run_1/m1.png
Scale bar: 20 um. Supply wires on this layer in gray.
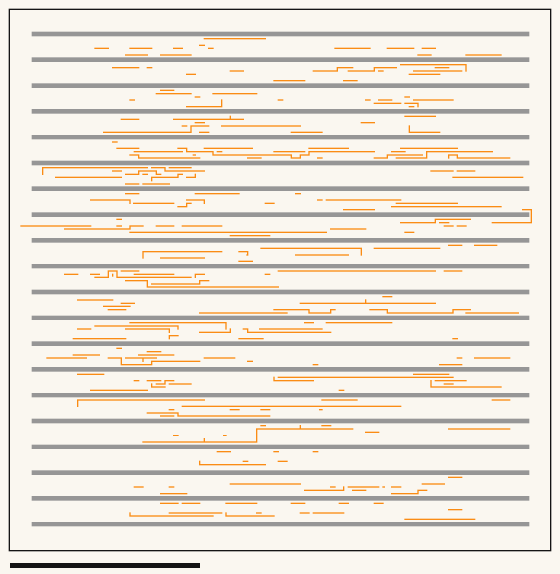
run_1/m2.png
Scale bar: 20 um.
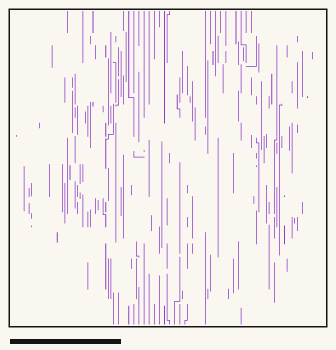
run_1/m3.png
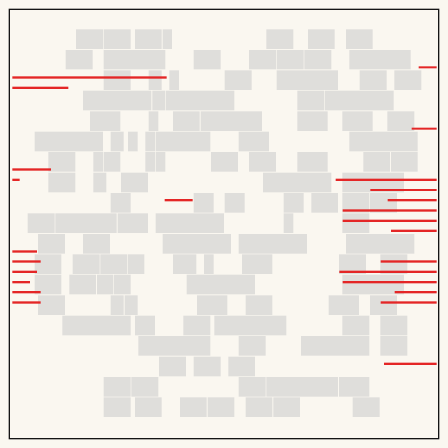
===== config.mk =====
export PLATFORM = sky130hd
export DESIGN_NAME = mux_nx1_stream
export DESIGN_NICKNAME = d
export VERILOG_FILES = /design/src/rtl/mux_stream_pkg.sv /design/src/rtl/rr_arbiter.sv /design/src/rtl/mux_nx1_stream.sv
export SDC_FILE = /design/constraint.sdc
export NUM_CORES = 1
export LEC_CHECK = 0
export CAP_MARGIN = 20
export CORE_MARGIN = 2
export CORE_UTILIZATION = 31
export DETAILED_ROUTE_END_ITERATION = 16
export PLACE_DENSITY_LB_ADDON = 0.05
export RECOVER_POWER = 100
export SLEW_MARGIN = 40
export SYNTH_ARGS = -nofsm -noshare
export SYNTH_HDL_FRONTEND = slang
export SYNTH_SLANG_ARGS = --single-unit

===== constraint.sdc =====
create_clock -name CLK -period 2.8 [get_ports CLK]
set_input_delay 0.56 -clock CLK [delete_from_list [all_inputs] [get_ports CLK]]
set_output_delay 0.56 -clock CLK [all_outputs]
set_load 0.05 [all_outputs]

===== src/rtl/mux_stream_pkg.sv =====
// Shared types and constants for the packet-locked stream multiplexer.
package mux_stream_pkg;

    typedef enum logic {
        IDLE   = 1'b0,
        LOCKED = 1'b1
    } state_e;

    localparam int MODE_SEL = 0;
    localparam int MODE_RR  = 1;

endpackage


===== src/rtl/rr_arbiter.sv =====
// Combinational round-robin search: first requester at or after ptr, modulo N.
module rr_arbiter #(
    parameter int N  = 4,
    parameter int SW = $clog2(N)
) (
    input  logic [N-1:0]  req,
    input  logic [SW-1:0] ptr,
    output logic [SW-1:0] gnt_idx,
    output logic          gnt_any
);

    logic [SW:0] idx;

    // Walk from the farthest offset down so the nearest requester wins.
    always_comb begin
        gnt_idx = '0;
        gnt_any = 1'b0;
        idx     = '0;
        for (int k = N - 1; k >= 0; k--) begin
            idx = {1'b0, ptr} + (SW + 1)'(k);
            if (idx >= (SW + 1)'(N)) begin
                idx = idx - (SW + 1)'(N);
            end
            if (req[idx[SW-1:0]]) begin
                gnt_idx = idx[SW-1:0];
                gnt_any = 1'b1;
            end
        end
    end

endmodule


===== src/rtl/mux_nx1_stream.sv =====
// N-input registered stream mux; grant is held for a whole packet up to LAST.
module mux_nx1_stream
    import mux_stream_pkg::*;
#(
    parameter int N    = 4,
    parameter int W    = 8,
    parameter int MODE = 0,
    parameter int SW   = $clog2(N)
) (
    input  logic           CLK,
    input  logic           RSTB,
    input  logic [N*W-1:0] IN_DATA,
    input  logic [N-1:0]   IN_VALID,
    input  logic [N-1:0]   IN_LAST,
    output logic [N-1:0]   IN_READY,
    input  logic [SW-1:0]  S,
    output logic [W-1:0]   Q,
    output logic           Q_VALID,
    output logic           Q_LAST,
    input  logic           Q_READY,
    output logic [SW-1:0]  GRANT,
    output logic           BUSY
);

    state_e        state_q, state_d;
    logic [SW-1:0] grant_q, grant_d;
    logic [SW-1:0] rr_ptr_q, rr_ptr_d;
    logic [W-1:0]  q_q, q_d;
    logic          q_valid_q, q_valid_d;
    logic          q_last_q, q_last_d;

    logic          load_en;
    logic          xfer;
    logic          sel_req;
    logic [SW-1:0] arb_idx;
    logic          arb_any;
    logic [W-1:0]  sel_data;

    rr_arbiter #(
        .N  (N),
        .SW (SW)
    ) u_arb (
        .req     (IN_VALID),
        .ptr     (rr_ptr_q),
        .gnt_idx (arb_idx),
        .gnt_any (arb_any)
    );

    assign load_en  = !q_valid_q || Q_READY;
    assign sel_data = IN_DATA[int'(grant_q)*W +: W];
    assign xfer     = (state_q == LOCKED) && load_en && IN_VALID[grant_q];

    // Out-of-range selects simply never match a channel.
    always_comb begin
        sel_req = 1'b0;
        for (int i = 0; i < N; i++) begin
            if (S == SW'(i) && IN_VALID[i]) begin
                sel_req = 1'b1;
            end
        end
    end

    always_comb begin
        IN_READY = '0;
        if (state_q == LOCKED) begin
            IN_READY[grant_q] = load_en;
        end
    end

    always_comb begin
        state_d   = state_q;
        grant_d   = grant_q;
        rr_ptr_d  = rr_ptr_q;
        q_d       = q_q;
        q_valid_d = q_valid_q;
        q_last_d  = q_last_q;
        if (q_valid_q && Q_READY) begin
            q_valid_d = 1'b0;
        end
        case (state_q)
            IDLE: begin
                if (MODE == MODE_RR) begin
                    if (arb_any) begin
                        grant_d = arb_idx;
                        state_d = LOCKED;
                    end
                end else if (sel_req) begin
                    grant_d = S;
                    state_d = LOCKED;
                end
            end
            LOCKED: begin
                if (xfer) begin
                    q_d       = sel_data;
                    q_last_d  = IN_LAST[grant_q];
                    q_valid_d = 1'b1;
                    if (IN_LAST[grant_q]) begin
                        state_d  = IDLE;
                        rr_ptr_d = (int'(grant_q) == N - 1) ? '0 : grant_q + SW'(1);
                    end
                end
            end
            default: state_d = IDLE;
        endcase
    end

    always_ff @(posedge CLK or negedge RSTB) begin
        if (!RSTB) begin
            state_q   <= IDLE;
            grant_q   <= '0;
            rr_ptr_q  <= '0;
            q_q       <= '0;
            q_valid_q <= 1'b0;
            q_last_q  <= 1'b0;
        end else begin
            state_q   <= state_d;
            grant_q   <= grant_d;
            rr_ptr_q  <= rr_ptr_d;
            q_q       <= q_d;
            q_valid_q <= q_valid_d;
            q_last_q  <= q_last_d;
        end
    end

    assign Q       = q_q;
    assign Q_VALID = q_valid_q;
    assign Q_LAST  = q_last_q;
    assign GRANT   = grant_q;
    assign BUSY    = (state_q == LOCKED);

endmodule


==> results.yml, run 1 <==
# synthesis and place-and-route metrics
status:
  status: "finished, final reports clean"
worst_setup_path:
  crit_path_start: "Q_READY"
  path_cells: "clkdlybuf4s50_1 > nand2b_1 > nand2_1 > nor3_1 > clkbuf_1"
  slowest_delay_ps: 490
  r2r_slack_ps: 730
  critPathRequiredTime_ps: 2240
  critPathTopFamily: "buffers and inverters"
  start_kind: "primary input"
  r2r_cells: 3
  crit_path_end_kind: "primary output"
  crit_fanout: 4
  critPathArrivalTime_ps: 1900
  r2r-start: "GRANT[0]"
  crit_slowest_cell: "clkbuf_1"
  crit_end: "IN_READY[2]"
  path_class: "primary input to primary output"
  crit_buf_inv: 2
  worst_r2r_endpoint: "Q[4]"
sta:
  setup_viol: 0
  tns_ps: 0
  worst_slack_ps: 340.5
  finalCritPeriodShare_pct: 87.84
  tightest_slew_ps: 643.3
  finalCriticalPeriod_ps: 2459
  finalMaxSlewViolations: 0
  holdWs_ps: 498.0
  max_freq_ghz: 0.4066
  slew_headroom_pct: 56.97
  hold_violations: 0
  finalClockSkew_ps: 7.434
detailed_routing:
  met1_length_um: 893
  wl_per_cell_um: 14.46
  dr_wl_met2_um: 1106
  via_per_inst: 4.848
  dr.first_iter.drc_count: 15
  drc: 0
  first_pass_iters: 3
  routed.top_layer: "met4"
  drtAntennaViolNets: 0
  routed-wl-met3_um: 168
cts:
  clk_latency_ps: 270
  post-cts-setup-buffer-count: 0
  clock-sinks: 13
  cts_tree: "done"
  htree_levels: 1
  ctsLongestPathBuffers: 2
  cts_buffers: 3
  clkTransAtPathRegs_ps: 80
  cts_resized: 0
  holdBufCountCts: 0
global_route:
  grt_overflow: 0
  grt_max_degree: 15
  grt_util_all_layers_pct: 13.99
  grt_pass1_vias: 749
  grt_pass1_wl_um: 3484
  busiest_layer: "met2"
  antenna_found_initial: 0
yosys:
  synth_warnings: 0
  topCombFamilyByArea: "multiplexers"
  synth_top_cell_by_area: "dfrtp_1"
  avgSynthCellArea_um2: 15.23
  synthSimpleGateAreaFrac_pct: 6.772
  ys_cells: 57
  synth.distinct_cells: 21
  ys_sh_aoi_pct: 2.882
  ys_seq_share_pct: 37.46
  ys_chip_area_um2: 868.3
  synth_top_area_share_pct: 37.46
  synth_nets: 102
  enable_flop_cells: 0
  common_cells: "dfrtp_1 (13), mux2_4 (8), mux4_2 (7), mux2i_1 (3), mux4_1 (3)"
  synth-async-reset-ratio_pct: 100.0
  postSynthCellCount: 57
  synth_area_um2: 868.3
  top_cell: "dfrtp_1"
  xor_area_share_pct: 0
  ff_type: "dfrtp_1"
  ys_sh_mux_pct: 47.12
die:
  die_w_um: 56.93
  fp_util_pct: 32.04
  taps: 31
  dieArea_um2: 3240
  io_pins: 62
  fp-row-count: 19
  die-height_um: 56.93
  core_region_area_um2: 2710
power_and_ir_drop:
  p_clk_share_pct: 7.3
  power.group.top: "combinational cells"
  netSwitchingFraction_pct: 50.32
  seqPwrFrac_pct: 22.5
  p_int_mw: 0.7951
  vdd_ir_drop_max_uv: 810.4
  pg_clk_mw: 0.117
  leakagePower_nw: 0.5897
  p_sw_mw: 0.8055
  pg_comb_mw: 1.12
  p_per_area_nw_per_um2: 1087
  p_total_mw: 1.601
final_layout:
  antenna_cells: 0
  clock_buffers: 4
  final-seq-area_um2: 325.3
  logic_gate_count: 38
  layout_top_cell: "clkdlybuf4s50_1"
  fin_util_pct: 54.34
  largestClassByArea: "buffers"
  inv_count: 2
  comb_area_um2: 457.9
  largest_register_ffs: 8
  layoutNonFillerInstCount: 151
  nNonClkBuffers: 63
  design_area_um2: 1473
  flops: 13
  syn_to_final_growth_pct: 69.60
  fin_nets: 166
  buffer_area_share_pct: 41.89
  sh_comb_area_pct: 31.10
  fillers: 258
  layout_top_cells: "clkdlybuf4s50_1 (42), dlygate4sd3_1 (15), dfrtp_1 (13)"
  layout-drive-gt1-share_pct: 13.33
placed_design:
  portBuffers: 61
  gp_congestion: 0.7032
  dp_worst_setup_slack_ps: 477.0
  placed_area_um2: 1530
  post-place-cells: 147
min_path:
  min_path_type: "flip-flop to flip-flop"
  hold_start: "Q[0]"
  hold_end: "Q[0]"
  hold_depth: 1
run:
  tool_warnings: 26
  cap_violations: 0
About m1.png:
136 nets have wire on it. The longest straight run is 23.0 um. The wires run mostly horizontal. The layer carries 893 um of wire. The layer holds 41% of the routed length.
GRT met1 Usage: 17.03%
Detailed Route WL: 2184 um
vias: 732

About m2.png:
The wires run mostly vertical. The layer carries 1110 um of wire. 150 nets have wire on it. The longest straight run is 27.0 um. The layer holds 51% of the routed length.
met2 Resource Use GR: 23.81%

About m3.png:
The layer holds 7.7% of the routed length. The layer carries 169 um of wire. The longest straight run is 20.2 um. 24 nets have wire on it.
GR met3 Demand/Resource: 5.760%

run_1/clock_wires.png
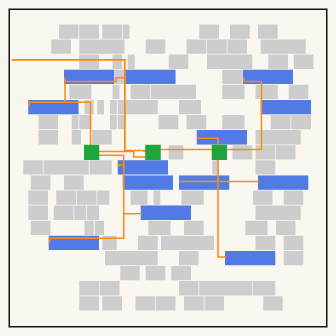

==> inputs of run 2 (changes only) <==
--- a/config.mk
+++ b/config.mk
@@ -9,7 +9,8 @@
 export CORE_MARGIN = 2
 export CORE_UTILIZATION = 31
 export DETAILED_ROUTE_END_ITERATION = 16
-export PLACE_DENSITY_LB_ADDON = 0.05
+export GPL_TIMING_DRIVEN = 0
+export PLACE_DENSITY_LB_ADDON = 0.08
 export RECOVER_POWER = 100
 export SLEW_MARGIN = 40
 export SYNTH_ARGS = -nofsm -noshare
==> constraint.sdc (replaced) <==
create_clock -name CLK -period 2 [get_ports CLK]
set_input_delay 0.4 -clock CLK [delete_from_list [all_inputs] [get_ports CLK]]
set_output_delay 0.4 -clock CLK [all_outputs]
set_load 0.05 [all_outputs]
run_2/clock_wires.png
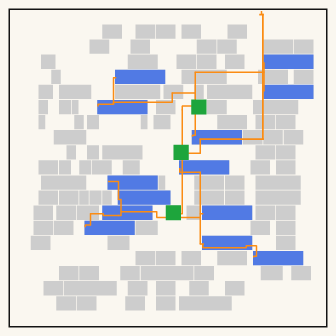
Key: green = clock-net drivers [count 3]; blue = flip-flops [count 13]; orange = clock wires [length 185 um]
There are 4 routed clock nets.
clock share of power: 6.6%
P_clk: 0.164 mW
Skew-Pair Late Insertion Delay: 270 ps
clock skew: 1.507 ps

run_2/m1.png
Scale bar: 20 um. Supply wires on this layer in gray.
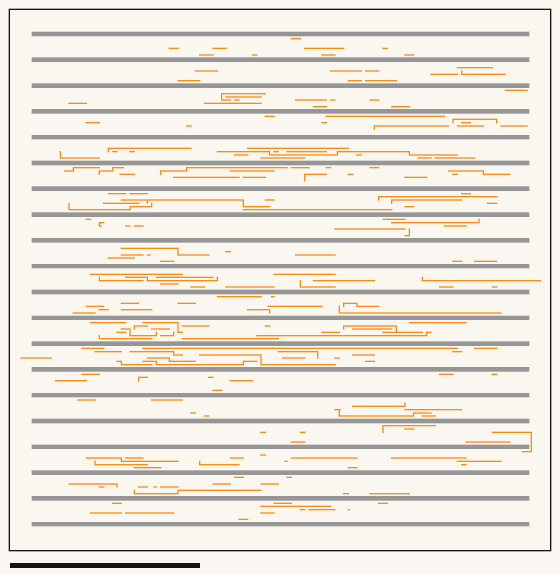
The layer carries 811 um of wire. 134 nets have wire on it.
Detailed Route WL: 2123 um
GRT met1 Usage: 18.01%

==> results.yml, run 2 <==
# synthesis and place-and-route metrics
yosys:
  ys_cells: 57
  ys_chip_area_um2: 868.3
  synth-async-reset-ratio_pct: 100.0
  synth_top_area_share_pct: 37.46
  synth_area_um2: 868.3
  synthSimpleGateAreaFrac_pct: 6.772
  topCombFamilyByArea: "multiplexers"
  ff_type: "dfrtp_1"
  ys_sh_aoi_pct: 2.882
  postSynthCellCount: 57
  avgSynthCellArea_um2: 15.23
  top_cell: "dfrtp_1"
  ys_seq_share_pct: 37.46
  synth_top_cell_by_area: "dfrtp_1"
final_layout:
  clock_buffers: 3
  logic_gate_count: 38
  fin_nets: 167
  antenna_cells: 0
  fillers: 246
  layout-drive-gt1-share_pct: 28.93
  nNonClkBuffers: 64
  buffer_area_share_pct: 40.65
  largestClassByArea: "buffers"
  sh_comb_area_pct: 33.44
  layoutNonFillerInstCount: 152
  layout_top_cell: "clkdlybuf4s50_1"
  layout_top_cells: "clkdlybuf4s50_1 (43), dlygate4sd3_1 (13), dfrtp_1 (12)"
  syn_to_final_growth_pct: 77.95
  comb_area_um2: 516.7
cts:
  ctsLongestPathBuffers: 2
  cts_resized: 24
  clkTransAtPathRegs_ps: 90
  post-cts-setup-buffer-count: 0
  cts_tree: "done"
  holdBufCountCts: 0
power_and_ir_drop:
  seqPwrFrac_pct: 19.9
  vdd_ir_drop_max_uv: 988.7
  p_total_mw: 2.473
  p_int_mw: 1.272
  netSwitchingFraction_pct: 48.56
die:
  dieArea_um2: 3240
  io_pins: 62
  fp-row-count: 19
  core_region_area_um2: 2710
  fp_util_pct: 32.04
sta:
  finalCritPeriodShare_pct: 97.07
  hold_violations: 0
  max_freq_ghz: 0.5151
  finalCriticalPeriod_ps: 1941
  tightest_slew_ps: 583.6
  tns_ps: 0
  holdWs_ps: 493.7
  finalMaxSlewViolations: 0
  setup_viol: 0
  worst_slack_ps: 58.62
  slew_headroom_pct: 60.96
global_route:
  grt_pass1_wl_um: 3843
  grt_overflow: 0
  grt_pass1_vias: 875
  grt_max_degree: 14
  antenna_found_initial: 0
detailed_routing:
  drc: 0
  met1_length_um: 810
  first_pass_iters: 2
  drtAntennaViolNets: 0
  routed-wl-met3_um: 221
  dr.first_iter.drc_count: 11
  vias: 748
  routed.top_layer: "met4"
min_path:
  hold_depth: 1
  min_path_type: "flip-flop to flip-flop"
  hold_end: "Q[3]"
worst_setup_path:
  critPathRequiredTime_ps: 1600
  crit_path_end_kind: "primary output"
  crit_buf_inv: 1
  crit_end: "GRANT[1]"
  path_cells: "clkdlybuf4s50_1"
  slowest_delay_ps: 830
  crit_path_start: "GRANT[1]"
  crit_fanout: 6
  critPathArrivalTime_ps: 1540
  crit_slowest_cell: "clkdlybuf4s50_1"
  r2r_slack_ps: 120
status:
  status: "finished, final reports clean"
placed_design:
  post-place-cells: 149
  placed_area_um2: 1546
  gp_congestion: 0.8042
run:
  cap_violations: 0
run_2/congestion_map.png
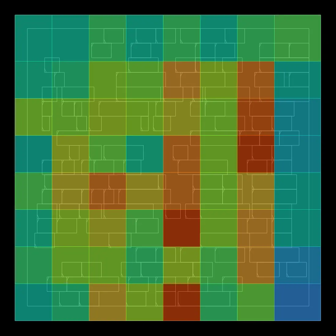
GRT Resource Usage Total: 15.17%
Final Util: 57.02%
most used routing layer: met2
met2 Resource Use GR: 25.62%
GR met3 Demand/Resource: 4.608%

Power is estimated from default activity; no workload was simulated.
